### src/rtl/unified_mem_arbiter.sv
// rtl/unified_mem_arbiter.sv - fetch/data arbiter for one shared variable-latency memory
// Define MEM_ARB_FAIRNESS_EN to force a fetch grant after STARVE_LIMIT data grants.
module unified_mem_arbiter #(
  parameter int TIMEOUT      = 64,
  parameter int STARVE_LIMIT = 4
) (
  input  logic        clk,
  input  logic        rst_n,
  input  logic        if_req,
  input  logic [31:0] if_addr,
  output logic        if_gnt,
  output logic        if_rvalid,
  output logic [31:0] if_rdata,
  output logic        if_err,
  input  logic        dm_req,
  input  logic        dm_we,
  input  logic [31:0] dm_addr,
  input  logic [31:0] dm_wdata,
  input  logic [2:0]  dm_funct3,
  output logic        dm_gnt,
  output logic        dm_rvalid,
  output logic [31:0] dm_rdata,
  output logic        dm_err,
  output logic        mem_req,
  output logic        mem_we,
  output logic [31:0] mem_addr,
  output logic [31:0] mem_wdata,
  output logic [2:0]  mem_funct3,
  input  logic        mem_ack,
  input  logic [31:0] mem_rdata
);
  typedef enum logic [1:0] {IDLE, WAIT_I, WAIT_D} state_t;
  localparam logic [31:0] NOP = 32'h0000_0013;

  state_t      r_state;
  logic [31:0] r_tcnt;
  logic        w_idle;
  logic        w_force_if;
  logic        w_timeout;

  // Grants stay low while reset is asserted even though the state reads IDLE.
  assign w_idle    = rst_n && (r_state == IDLE);
  assign w_timeout = (TIMEOUT != 0) && (r_tcnt == 32'(TIMEOUT - 1));

`ifdef MEM_ARB_FAIRNESS_EN
  logic [31:0] r_starve;

  assign w_force_if = if_req && (r_starve == 32'(STARVE_LIMIT));

  always_ff @(posedge clk or negedge rst_n) begin
    if (!rst_n) begin
      r_starve <= '0;
    end else if (if_gnt) begin
      r_starve <= '0;
    end else if (dm_gnt && if_req) begin
      r_starve <= r_starve + 32'd1;
    end
  end
`else
  assign w_force_if = (STARVE_LIMIT < 0) && if_req;
`endif

  assign dm_gnt = w_idle && dm_req && !w_force_if;
  assign if_gnt = w_idle && if_req && (!dm_req || w_force_if);

  always_ff @(posedge clk or negedge rst_n) begin
    if (!rst_n) begin
      r_state    <= IDLE;
      r_tcnt     <= '0;
      if_rvalid  <= 1'b0;
      if_rdata   <= '0;
      if_err     <= 1'b0;
      dm_rvalid  <= 1'b0;
      dm_rdata   <= '0;
      dm_err     <= 1'b0;
      mem_req    <= 1'b0;
      mem_we     <= 1'b0;
      mem_addr   <= '0;
      mem_wdata  <= '0;
      mem_funct3 <= '0;
    end else begin
      if_rvalid <= 1'b0;
      if_err    <= 1'b0;
      dm_rvalid <= 1'b0;
      dm_err    <= 1'b0;
      case (r_state)
        IDLE: begin
          r_tcnt <= '0;
          if (dm_gnt) begin
            r_state    <= WAIT_D;
            mem_req    <= 1'b1;
            mem_we     <= dm_we;
            mem_addr   <= dm_addr;
            mem_wdata  <= dm_wdata;
            mem_funct3 <= dm_funct3;
          end else if (if_gnt) begin
            r_state    <= WAIT_I;
            mem_req    <= 1'b1;
            mem_we     <= 1'b0;
            mem_addr   <= if_addr & ~32'h3;
            mem_wdata  <= '0;
            mem_funct3 <= 3'b010;
          end
        end
        WAIT_I, WAIT_D: begin
          // An ack in the last allowed cycle still completes normally.
          if (mem_ack || w_timeout) begin
            r_state <= IDLE;
            mem_req <= 1'b0;
            if (r_state == WAIT_I) begin
              if_rvalid <= 1'b1;
              if_err    <= !mem_ack;
              if_rdata  <= mem_ack ? mem_rdata : NOP;
            end else begin
              dm_rvalid <= 1'b1;
              dm_err    <= !mem_ack;
              if (!mem_ack) begin
                dm_rdata <= '0;
              end else if (!mem_we) begin
                dm_rdata <= mem_rdata;
              end
            end
          end else begin
            r_tcnt <= r_tcnt + 32'd1;
          end
        end
        default: r_state <= IDLE;
      endcase
    end
  end
endmodule

### config.mk
export PLATFORM = sky130hd
export DESIGN_NAME = unified_mem_arbiter
export DESIGN_NICKNAME = d
export VERILOG_FILES = /design/src/rtl/unified_mem_arbiter.sv
export SDC_FILE = /design/constraint.sdc
export NUM_CORES = 1
export LEC_CHECK = 0
export CAP_MARGIN = 40
export CORE_ASPECT_RATIO = 1.1
export CORE_MARGIN = 1.5
export CORE_UTILIZATION = 44
export DETAILED_ROUTE_END_ITERATION = 16
export PLACE_DENSITY = 0.8
export SKIP_CTS_REPAIR_TIMING = 1
export SYNTH_ARGS = -nofsm -noshare
export SYNTH_HDL_FRONTEND = slang
export SYNTH_SLANG_ARGS = --single-unit
### constraint.sdc
create_clock -name clk -period 2.65 [get_ports clk]
set_input_delay 0.53 -clock clk [delete_from_list [all_inputs] [get_ports clk]]
set_output_delay 0.53 -clock clk [all_outputs]
set_load 0.02 [all_outputs]
Fig. 1: power grid
Drawn at 3 px/um. Pins as bars on the die edge.
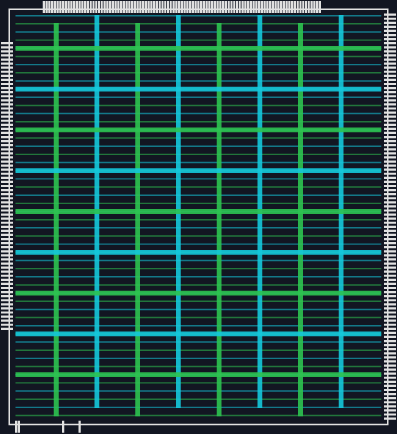
Key: cyan = VDD; green = VSS
276 signal pins sit on the boundary. The core has 49 rows. 50 met1 rails follow the rows.

Fig. 2: placement by cell class
Drawn at 2 px/um. Fill, decap, tap and diode cells in gray.
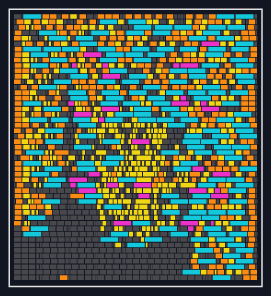
Key: magenta = clock drivers and dummy loads [cells 32]; cyan = flip-flops [cells 171]; yellow = all other logic [cells 393]; orange = other buffers and delay cells [cells 291]

Fig. 3: clock network drawn from the DEF
Drawn at 4 px/um.
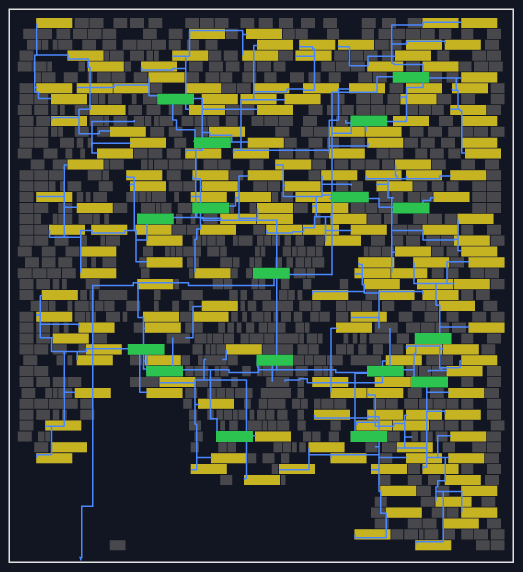
Key: blue = clock wires [length 2030 um]; green = cells driving clock nets [count 17]; yellow = flip-flops [count 171]
Position of the flops: spread over the die. There are 18 routed clock nets.

==> results.cfg <==
; flow metrics
[synthesis]
synth.area.top_cells = dfrtp_1 (59%), a22o_1 (12%), mux2i_1 (4.7%), nand2_1 (2.8%), o21ai_0 (2.5%)
syn_nets = 748
synth_top_area_share_pct = 58.8

[worst_setup_path]
end_kind = output port
worstPathMaxFanout = 7
crit_path_max_incr_delay_ns = 0.64
worstSetupStartpointType = flip-flop
crit_arrival_ns = 1.99
reg2reg_depth = 6

[timing]
skew_ns = 0.0137
tightest_slew_ns = 0.787
hold_viol_final = 0

[final_layout]
mostFrequentLayoutCell = clkdlybuf4s50_1
diodes = 0
fin_nets = 1014

[global_routing]
grt.busiest_layer = met2
grt_start_max_net_pins = 146
gr-usage-met3_pct = 6.67
grt_pass1_wl_um = 32100

[route]
drt-initial-drc-count = 442
wl_met3_um = 1650

[power_and_ir_drop]
powerDensity_nw_per_um2 = 1160

[die]
pin_count = 276

[status]
status = completed
Fig. 4: metal layers overlaid
Drawn at 3 px/um. Two of the layers only.
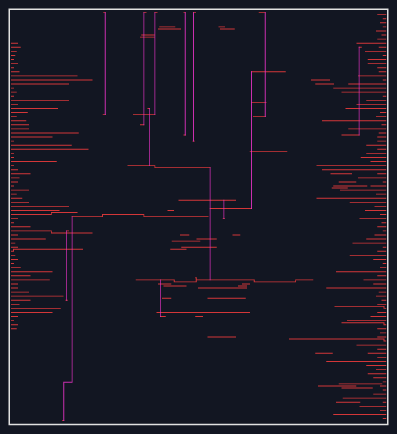
Key: magenta = met4 [wire length 467 um]; red = met3 [wire length 1650 um]

Fig. 5: placed standard cells
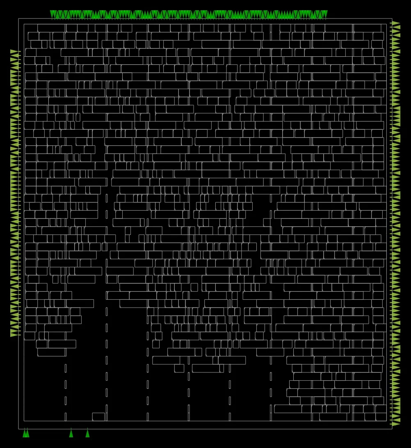
row count: 49
sequential cell area share: 39.6%

[kinds of logic after synthesis]
family	synth area share (%)
flops	58.8
compound gates	22.1
buf+inv	3.73
simple gates	10.2
fa+ha+maj	0.516
mux	4.68
[cell type report]
type / instances / area [um2] / share of cell area [%]
clock buffers: 17 / 425 / 3.94
inverters: 9 / 33.8 / 0.313
well taps: 204 / 255 / 2.36
repair buffers: 291 / 2900 / 26.9
flip-flops and latches: 171 / 4280 / 39.6
multi-input cells: 384 / 2740 / 25.4
clock inverters: 15 / 156 / 1.45
[through the flow]
stage | instances | setup slack, ns | cell area, um2 | utilization (%)
CTS | 1091 | -0.151 | 10800 | 66.4
detailed placement | 1059 | 0.196 | 10200 | 62.8
finish | 1091 | 0.129 | 10800 | 66.4
floorplan | 608 | 0.568 | 7280 | -
global route | 1091 | 0.00730 | 10800 | 66.4
global placement | 1058 | 0.105 | 10200 | 62.7
[how the worst max path moves through the flow]
stage / slack [ns] / start / cells after the start / end
after floorplan: 0.57 / r_state[0] / 9 / r_tcnt[23]
after CTS: -0.15 / r_state[1] / 5 / if_gnt
after global placement: 0.11 / mem_ack / 5 / if_rdata[4]
final: 0.13 / r_state[1] / 5 / dm_gnt
after detailed placement: 0.20 / dm_req / 4 / dm_gnt
after global routing: 0.007 / r_state[1] / 5 / dm_gnt
[where the power goes]
part           leakage [nW]  total [mW]  internal (mW)  switching, mW
logic                  2.38        5.91           2.87           3.04
clock network         0.280        2.41           1.25           1.16
registers              2.20        4.23           3.63          0.597
[worst register-to-register path, cell delays in order, from the launching register on]
cell      delay (ns)
dfrtp_1         0.43
nor4_1          0.52
nand3_2         0.22
nor3_4          0.36
o211ai_4        0.25
buf_8           0.24
a22o_1          0.24
Power is estimated from default activity; no workload was simulated.
